### Supply network

Scale bar: 50 um. Pins as bars on the die edge. Tap cells in gray.
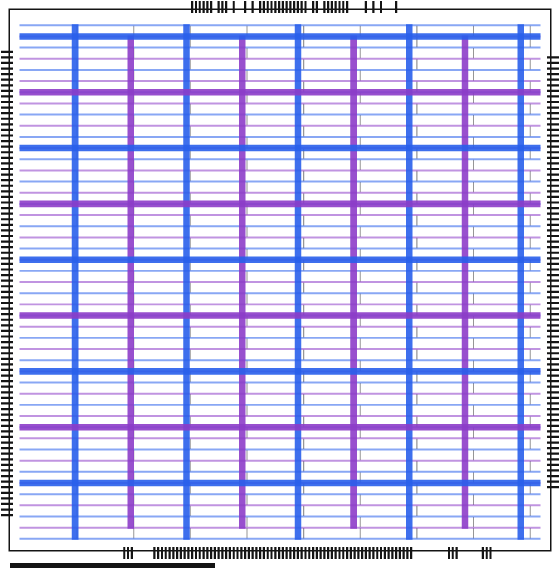
### Cells colored by class

Scale bar: 50 um.
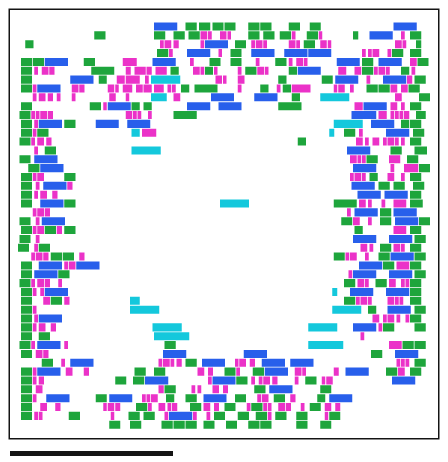
### Clock network drawn from the DEF

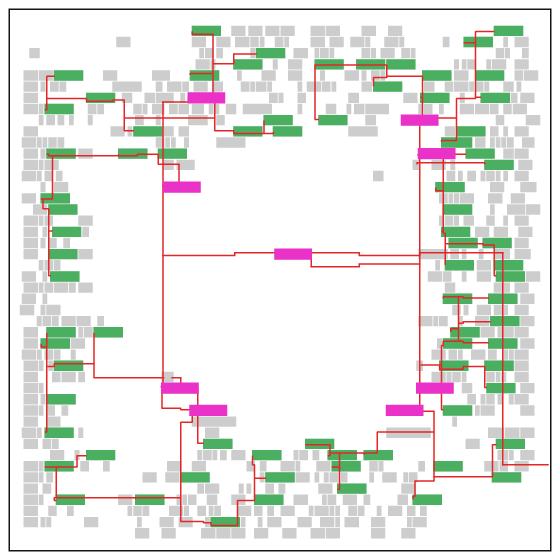
### Routed metal, one color a layer

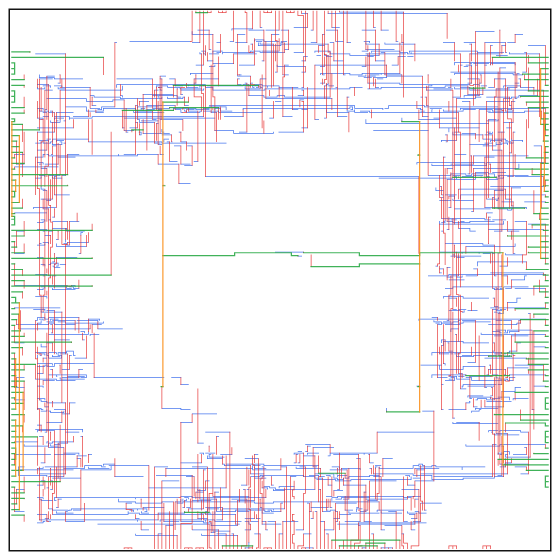
### Congestion heat map

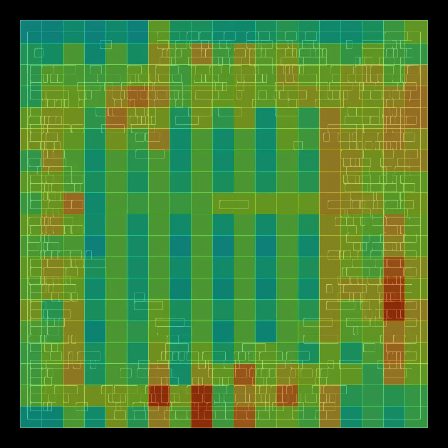
### src/rtl/miriscv_mem_arbiter_pkg.sv
// Shared types for the instruction/data memory arbiter.
package miriscv_arb_pkg;

  typedef enum logic [1:0] {
    ARB_IDLE,
    ARB_ADDR,
    ARB_RESP
  } arb_state_e;

  typedef enum logic {
    OWN_INSTR,
    OWN_DATA
  } arb_owner_e;

  localparam logic [3:0] ARB_INSTR_BE = 4'hF;

  typedef struct packed {
    logic        we;
    logic [3:0]  be;
    logic [31:0] addr;
    logic [31:0] wdata;
  } arb_req_t;

endpackage

### src/rtl/miriscv_mem_arbiter_prio.sv
// Data-first winner selection with a starvation counter that forces an
// instruction fetch through after STARVE_LIMIT consecutive data wins.
module miriscv_arb_prio
  import miriscv_arb_pkg::*;
#(
  parameter int unsigned STARVE_LIMIT = 4
) (
  input  logic       clk_i,
  input  logic       arstn_i,
  input  logic       instr_req,
  input  logic       data_req,
  input  logic       arb_en,
  output logic       winner_valid,
  output arb_owner_e winner
);

  localparam logic [3:0] LIMIT = 4'(STARVE_LIMIT);

  logic [3:0] starve_cnt;
  logic       instr_forced;

  assign instr_forced = instr_req && (starve_cnt == LIMIT);
  assign winner_valid = instr_req | data_req;
  assign winner       = (data_req && !instr_forced) ? OWN_DATA : OWN_INSTR;

  // Only data wins that left a fetch waiting count toward starvation.
  always_ff @(posedge clk_i) begin
    if (!arstn_i) begin
      starve_cnt <= '0;
    end else if (arb_en && winner_valid) begin
      if (winner == OWN_DATA && instr_req) begin
        if (starve_cnt != LIMIT) starve_cnt <= starve_cnt + 4'd1;
      end else begin
        starve_cnt <= '0;
      end
    end
  end

endmodule

### src/rtl/miriscv_mem_arbiter.sv
// Shares one single-ported memory between instruction fetch and the LSU,
// one outstanding transaction at a time.
module miriscv_mem_arbiter
  import miriscv_arb_pkg::*;
#(
  parameter int unsigned STARVE_LIMIT = 4
) (
  input  logic        clk_i,
  input  logic        arstn_i,

  input  logic        instr_req_i,
  input  logic [31:0] instr_addr_i,
  output logic        instr_gnt_o,
  output logic        instr_rvalid_o,
  output logic [31:0] instr_rdata_o,

  input  logic        data_req_i,
  input  logic        data_we_i,
  input  logic [3:0]  data_be_i,
  input  logic [31:0] data_addr_i,
  input  logic [31:0] data_wdata_i,
  output logic        data_gnt_o,
  output logic        data_rvalid_o,
  output logic [31:0] data_rdata_o,

  output logic        mem_req_o,
  output logic        mem_we_o,
  output logic [3:0]  mem_be_o,
  output logic [31:0] mem_addr_o,
  output logic [31:0] mem_wdata_o,
  input  logic        mem_gnt_i,
  input  logic        mem_rvalid_i,
  input  logic [31:0] mem_rdata_i,

  output logic        err_o
);

  arb_state_e state_q, state_d;
  arb_owner_e owner_q;
  arb_req_t   req_q, win_req;
  logic       err_q;

  logic       arb_en, win_valid, capture;
  arb_owner_e winner;

  assign arb_en  = (state_q == ARB_IDLE) || (state_q == ARB_RESP && mem_rvalid_i);
  assign capture = arb_en && win_valid;

  miriscv_arb_prio #(
    .STARVE_LIMIT (STARVE_LIMIT)
  ) u_prio (
    .clk_i        (clk_i),
    .arstn_i      (arstn_i),
    .instr_req    (instr_req_i),
    .data_req     (data_req_i),
    .arb_en       (arb_en),
    .winner_valid (win_valid),
    .winner       (winner)
  );

  always_comb begin
    win_req = '{we: 1'b0, be: ARB_INSTR_BE, addr: instr_addr_i, wdata: 32'h0};
    if (winner == OWN_DATA)
      win_req = '{we: data_we_i, be: data_be_i, addr: data_addr_i, wdata: data_wdata_i};
  end

  always_ff @(posedge clk_i) begin
    if (!arstn_i) begin
      state_q <= ARB_IDLE;
      owner_q <= OWN_INSTR;
      req_q   <= '0;
      err_q   <= 1'b0;
    end else begin
      state_q <= state_d;
      if (capture) begin
        owner_q <= winner;
        req_q   <= win_req;
      end
      // Responses or grants the FSM is not waiting for are protocol errors.
      if ((mem_rvalid_i && state_q != ARB_RESP) || (mem_gnt_i && state_q != ARB_ADDR))
        err_q <= 1'b1;
    end
  end

  always_comb begin
    state_d = state_q;
    unique case (state_q)
      ARB_IDLE: if (win_valid) state_d = ARB_ADDR;
      ARB_ADDR: if (mem_gnt_i) state_d = ARB_RESP;
      ARB_RESP: if (mem_rvalid_i) state_d = win_valid ? ARB_ADDR : ARB_IDLE;
      default:  state_d = ARB_IDLE;
    endcase
  end

  always_comb begin
    instr_gnt_o    = 1'b0;
    data_gnt_o     = 1'b0;
    instr_rvalid_o = 1'b0;
    data_rvalid_o  = 1'b0;
    if (state_q == ARB_ADDR && mem_gnt_i) begin
      instr_gnt_o = (owner_q == OWN_INSTR);
      data_gnt_o  = (owner_q == OWN_DATA);
    end
    if (state_q == ARB_RESP && mem_rvalid_i) begin
      instr_rvalid_o = (owner_q == OWN_INSTR);
      data_rvalid_o  = (owner_q == OWN_DATA);
    end
  end

  assign mem_req_o     = (state_q == ARB_ADDR);
  assign mem_we_o      = req_q.we;
  assign mem_be_o      = req_q.be;
  assign mem_addr_o    = req_q.addr;
  assign mem_wdata_o   = req_q.wdata;

  assign instr_rdata_o = mem_rdata_i;
  assign data_rdata_o  = mem_rdata_i;
  assign err_o         = err_q;

endmodule
### config.mk
export PLATFORM = sky130hd
export DESIGN_NAME = miriscv_mem_arbiter
export DESIGN_NICKNAME = d
export VERILOG_FILES = /design/src/rtl/miriscv_mem_arbiter_pkg.sv /design/src/rtl/miriscv_mem_arbiter_prio.sv /design/src/rtl/miriscv_mem_arbiter.sv
export SDC_FILE = /design/constraint.sdc
export NUM_CORES = 1
export LEC_CHECK = 0
export CAP_MARGIN = 10
export CELL_PAD_IN_SITES_DETAIL_PLACEMENT = 0
export CELL_PAD_IN_SITES_GLOBAL_PLACEMENT = 1
export CORE_MARGIN = 2
export CORE_UTILIZATION = 22
export CTS_CLUSTER_SIZE = 40
export DETAILED_ROUTE_END_ITERATION = 16
export PLACE_DENSITY = 0.89
export SLEW_MARGIN = 40
export SYNTH_ARGS = -nofsm -noshare
export SYNTH_HDL_FRONTEND = slang
export SYNTH_SLANG_ARGS = --single-unit
### constraint.sdc
create_clock -name clk_i -period 1.8 [get_ports clk_i]
set_input_delay 0.36 -clock clk_i [delete_from_list [all_inputs] [get_ports clk_i]]
set_output_delay 0.36 -clock clk_i [all_outputs]
set_load 0.02 [all_outputs]
==> results.yml <==
# generated from flow reports
setup_path:
  reg2reg_from: "u_prio.starve_cnt[0]"
  critPathCapture: "data_rvalid_o"
  cp_max_fo: 5
  max_stage_delay_ns: 0.56
  crit_cells: 3
  crit_type: "in -> out"
  r2r_end: "mem_be_o[3]"
  cp_top_family: "buffers and inverters"
  crit_buf_inv: 2
  reg2reg_slack_ns: 0.17
  path_cells: "clkdlybuf4s50_1 > and4b_1 > clkdlybuf4s15_2"
  start_kind: "input pin"
  reg2reg_depth: 7
  crit_slowest_cell: "clkdlybuf4s50_1"
  arrival_ns: 1.40
  cp.required_ns: 1.44
  critPathLaunch: "mem_rvalid_i"
  crit_path_end_kind: "primary output"
final_layout:
  final_common_cell: "clkdlybuf4s50_1"
  regArea_um2: 1540
  final_area_um2: 5580
  flop-count: 77
  fillerInstances: 1714
  drive_gt1_share_pct: 9.22
  synthToLayoutAreaGrowth_pct: 55.9
  bufAreaShareNonClock_pct: 36.6
  layout_top_cells: "clkdlybuf4s50_1 (175), nand2_1 (137), dfxtp_1 (76)"
  nClkBuffers: 10
  comb_cells: 273
  layout.nets: 711
  clk_share_pct: 5.83
  combGateArea_um2: 1390
  instances_no_fill: 791
  n_all_inverters: 4
  antenna_cells: 0
  n_all_buffers: 205
floorplan:
  taps: 216
  die_area_um2: 17300
  core_util_floorplan_pct: 22.5
  io_pins: 278
pwr:
  swShare_pct: 26.5
  p_leak_uw: 0.00210
  power_leader: "the clock network"
  seq_power_uw: 1920
  p_comb_share_pct: 22.8
  power.share.sequential_pct: 38.1
  comb_power_uw: 1150
  p_total_uw: 5030
  powerDensity_nw_per_um2: 902
  p_sw_uw: 1330
min_path:
  hp-start: "mem_wdata_o[15]"
  hp-class: "reg -> reg"
  holdPathStages: 2
  min_to: "mem_wdata_o[15]"
route:
  routed.top_layer: "met4"
  vias: 3419
  routed_wl_um: 10300
  dr_wl_met2_um: 4530
  antenna_left: 0
  drc: 0
  drt_iter0_drc: 183
  drt-met1-wl_um: 4560
  routed_via_density: 4.32
  first_pass_iters: 4
  wl_per_cell_um: 13.1
global_routing:
  grt_pass1_wl_um: 16300
  grt_use_met3_pct: 4.05
  top_usage_layer: "met2"
  grt-ovfl-total: 0
  globalRouteMet2Util_pct: 17.9
  grt_max_degree: 43
  antenna_found_initial: 0
  grt_pass1_vias: 3166
final_timing:
  worst_slew_pin_slew_ns: 0.431
  period_used_pct: 97.9
  fmax_ghz: 0.568
  maxSlewHeadroom_pct: 71.3
  hold_slack_ns: 0.464
  setup_viol: 0
  final-hold-violation-count: 0
  finalCriticalPeriod_ns: 1.76
  tns_ns: 0
  finalMaxSlewViolations: 0
synth:
  synthTopCellsByCount: "nand2_1 (137), dfxtp_1 (77), buf_4 (69)"
  top_cells_by_area: "dfxtp_1 (43%), buf_4 (14%), nand2_1 (14%)"
  ys_sh_xor_pct: 0
  synth_flops: 77
  yosys.area_share.adder_pct: 0.699
  synth_compound_gate_area_share_pct: 19.2
  synth_area_um2: 3580
  synth_nets: 594
  top_cell_area_share_pct: 43.1
  edf_count: 0
  yosysWarnings: 0
  synth_area_per_cell_um2: 7.90
  synthCells: 453
  ys_seq_share_pct: 43.1
  yosysChipArea_um2: 3580
  ys_sh_simple_pct: 18.5
  synth-async-reset-ratio_pct: 0
  top_area_cell: "dfxtp_1"
  muxShareOfSynthArea_pct: 0
  post-synth-top-count-cell: "nand2_1"
  synth_cell_type_count: 30
  synthFlopType: "dfxtp_1"
  ys_cells: 453
  synth.logic.top_family: "AND-OR/OR-AND gates"
placed_design:
  post_dp_cell_area_um2: 5260
  hpwl_um: 7510
  gp_congestion: 0.785
  place_ws_ns: -0.303
  portBuffers: 181
  dp_cells: 775
clock_network:
  ctsHtreeMaxLevel: 3
  cts_buffers: 9
  cts-root-buf: "clkbuf_16"
  path_clk_slew_ns: 0.06
  cts_resized: 15
  cts_hold_buffers: 0
  cts_tree: "done"
  postCtsSetupRepairBufs: 0
  cts.sinks: 77
  cts_buffer_depth: 2
run:
  tool_warnings: 27
  drv_cap: 0
run_status:
  status: "complete, no violations"
About 'Supply network':
Blue is VSS. Purple is VDD.
The core has 46 rows. 47 met1 rails follow the rows. 9 straps on met5. 216 tap cells. 9 straps on met4.
Die H: 132 um
CORE AREA: 15900 um2
die width: 132 um
VDD IR-drop max: 0.000458 V

About 'Cells colored by class':
Blue is flops, cells 77. Green is other buffers and delay cells, cells 205. Magenta is all other logic, cells 277. Cyan is clock drivers and dummy loads, cells 16.
Final Util: 35.1%
FP Rows: 46
sequential cell area share: 27.6%

About 'Clock network drawn from the DEF':
Magenta is cells driving clock nets, count 9. Green is flip-flops, count 77. Red is clock wires, length 1150 um.
There are 10 routed clock nets. Position of the flops: all over the die.
Clk power: 1970 uW
Clock Latency Late Sink: 0.34 ns
clk_skew: 0.00872 ns
clock power share: 39.1%

About 'Routed metal, one color a layer':
Blue is met1, wire length 4560 um. Green is met3, wire length 866 um. Red is met2, wire length 4530 um. Orange is met4, wire length 385 um.

About 'Congestion heat map':
GRT Total Usage: 11.9%
met1 Use GR: 14.7%

Power is estimated from default activity; no workload was simulated.
